--- src/rtl/fft_sdf_butterfly.sv ---
// Radix-2 single-path delay-feedback butterfly stage: buffers the first half of each
// N-sample block, then emits halved sums while storing halved differences for the next block.
module fft_sdf_butterfly #(
  parameter  int WIDTH = 16,
  parameter  int DEPTH = 8,
  localparam int AW    = $clog2(DEPTH),
  localparam int CW    = AW + 1
) (
  input  logic             clk,
  input  logic             rst_n,
  input  logic             in_valid,
  input  logic [WIDTH-1:0] in_r,
  input  logic [WIDTH-1:0] in_i,
  output logic             out_valid,
  output logic [WIDTH-1:0] out_r,
  output logic [WIDTH-1:0] out_i,
  output logic [AW-1:0]    tw_idx,
  output logic             out_sof
);

  logic [CW-1:0]    cnt_q, cnt_d;
  logic             primed_q, primed_d;
  logic [WIDTH-1:0] dl_r_q [DEPTH];
  logic [WIDTH-1:0] dl_i_q [DEPTH];

  logic             out_valid_q, out_valid_d;
  logic             out_sof_q, out_sof_d;
  logic [WIDTH-1:0] out_r_q, out_r_d;
  logic [WIDTH-1:0] out_i_q, out_i_d;
  logic [AW-1:0]    tw_q, tw_d;

  logic             phase;
  logic [WIDTH-1:0] head_r, head_i;
  logic [WIDTH:0]   sum_r, sum_i, diff_r, diff_i;
  logic [WIDTH-1:0] wr_r, wr_i;

  assign phase  = cnt_q[CW-1];
  assign head_r = dl_r_q[DEPTH-1];
  assign head_i = dl_i_q[DEPTH-1];

  // One extra bit of headroom makes the halved result always fit back into WIDTH.
  assign sum_r  = {head_r[WIDTH-1], head_r} + {in_r[WIDTH-1], in_r};
  assign sum_i  = {head_i[WIDTH-1], head_i} + {in_i[WIDTH-1], in_i};
  assign diff_r = {head_r[WIDTH-1], head_r} - {in_r[WIDTH-1], in_r};
  assign diff_i = {head_i[WIDTH-1], head_i} - {in_i[WIDTH-1], in_i};

  always_comb begin
    cnt_d       = cnt_q;
    primed_d    = primed_q;
    out_valid_d = 1'b0;
    out_sof_d   = 1'b0;
    out_r_d     = out_r_q;
    out_i_d     = out_i_q;
    tw_d        = tw_q;
    wr_r        = in_r;
    wr_i        = in_i;
    if (in_valid) begin
      cnt_d = cnt_q + CW'(1);
      if (cnt_q == '1) primed_d = 1'b1;
      if (phase) begin
        out_r_d     = WIDTH'(sum_r >> 1);
        out_i_d     = WIDTH'(sum_i >> 1);
        tw_d        = '0;
        wr_r        = WIDTH'(diff_r >> 1);
        wr_i        = WIDTH'(diff_i >> 1);
        out_valid_d = 1'b1;
        out_sof_d   = (cnt_q[AW-1:0] == '0);
      end else begin
        out_r_d     = head_r;
        out_i_d     = head_i;
        tw_d        = cnt_q[AW-1:0];
        out_valid_d = primed_q;
      end
    end
  end

  always_ff @(posedge clk or negedge rst_n) begin
    if (!rst_n) begin
      cnt_q       <= '0;
      primed_q    <= 1'b0;
      out_valid_q <= 1'b0;
      out_sof_q   <= 1'b0;
      out_r_q     <= '0;
      out_i_q     <= '0;
      tw_q        <= '0;
      for (int k = 0; k < DEPTH; k++) begin
        dl_r_q[k] <= '0;
        dl_i_q[k] <= '0;
      end
    end else begin
      cnt_q       <= cnt_d;
      primed_q    <= primed_d;
      out_valid_q <= out_valid_d;
      out_sof_q   <= out_sof_d;
      out_r_q     <= out_r_d;
      out_i_q     <= out_i_d;
      tw_q        <= tw_d;
      if (in_valid) begin
        dl_r_q[0] <= wr_r;
        dl_i_q[0] <= wr_i;
        for (int k = 1; k < DEPTH; k++) begin
          dl_r_q[k] <= dl_r_q[k-1];
          dl_i_q[k] <= dl_i_q[k-1];
        end
      end
    end
  end

  assign out_valid = out_valid_q;
  assign out_sof   = out_sof_q;
  assign out_r     = out_r_q;
  assign out_i     = out_i_q;
  assign tw_idx    = tw_q;

endmodule
--- config.mk ---
export PLATFORM = sky130hd
export DESIGN_NAME = fft_sdf_butterfly
export DESIGN_NICKNAME = d
export VERILOG_FILES = /design/src/rtl/fft_sdf_butterfly.sv
export SDC_FILE = /design/constraint.sdc
export NUM_CORES = 1
export LEC_CHECK = 0
export ABC_AREA = 0
export CORE_MARGIN = 8
export CORE_UTILIZATION = 50
export CTS_BUF_LIST = sky130_fd_sc_hd__clkbuf_2
export CTS_CLUSTER_DIAMETER = 200
export DETAILED_ROUTE_END_ITERATION = 10
export PLACE_DENSITY = 0.68
export REMOVE_ABC_BUFFERS = 1
export SYNTH_ARGS = -nofsm -noshare
export SYNTH_HDL_FRONTEND = slang
export SYNTH_SLANG_ARGS = --single-unit
--- constraint.sdc ---
create_clock -name clk -period 3 [get_ports clk]
set_input_delay 0.45 -clock clk [delete_from_list [all_inputs] [get_ports clk]]
set_output_delay 0.45 -clock clk [all_outputs]
set_load 0.02 [all_outputs]
final_congestion.png
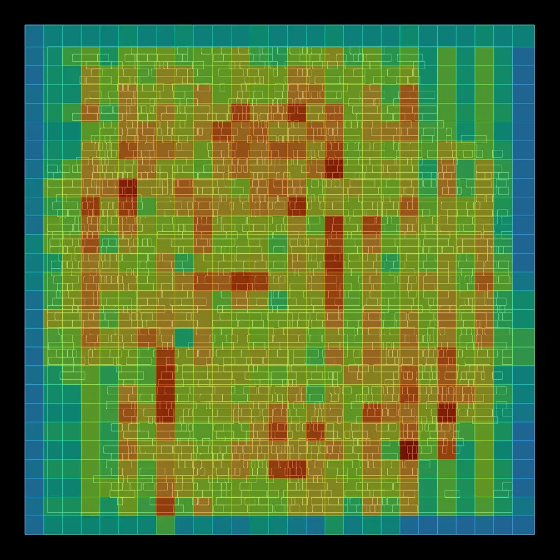
GRT Total Usage: 0.171
met3 Use GR: 0.0349
grt peak-use layer: met2

zoom.png
The bar under the picture is 5 um long. Region (131, 131) to (151, 151) um. Cells in grey, sequential cells in the stronger grey; small squares are vias.
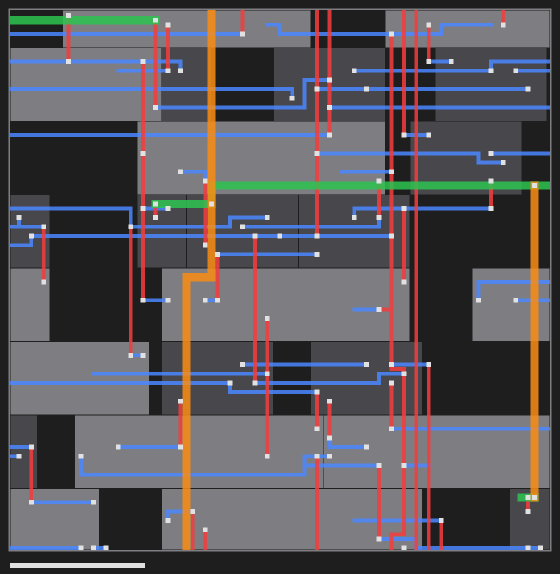
| colour | layer |
|---|---|
| green | met3 |
| orange | met4 |
| red | met2 |
| blue | met1 |
most frequent: dfrtp_1 (8), mux2_2 (7), clkbuf_2 (3)
sequential cells in the window: 9
cells with their middle in the window: 19
netlist names of flops here include: `dl_i_q` (6), `head_i` (2)

==> qor.yml <==
gp_congestion: 0.864
grt_antenna_before_repair: 1
async_flop_share: 1.00
ys_cells: 1250
cts_hold_buf: 1
seq_share: 0.440
yosys.area_share.aoi: 0.106
reg_top3: "dl_i_q: 112 flops, dl_r_q: 112 flops"
top_area_cell: "dfrtp_1"
area_leaders: "dfrtp_1 51%, mux2_2 18%, ha_1 5.3%, a21oi_1 2.7%, nor2_1 2.1%"
postCtsSetupRepairBufs: 0
cts_buffers: 79
p_leak_nw: 7.50
critPathLaunch: "head_i[0]"
drv_slew: 0
cts_max_level: 3
endpoint_kind: "register"
wl_met3_um: 1050
syn_area_per_cell_um2: 11.8
ant_nets: 0
combPwrFrac: 0.438
drc: 0
sequentialPower_w: 0.00715
rsz0062_at_grt: "false"
worstPathRequired_ps: 3650
ff_latch_area_mm2: 0.00746
mux_share: 0.194
slowest_delay_ps: 430
comb_cells: 815
outcome: "finished clean"
syn-instance-count: 1250
buffers: 141
dr_wl_met2_um: 14100
vias_per_cell: 5.35
clock_area_frac: 0.0416
die_w_um: 188
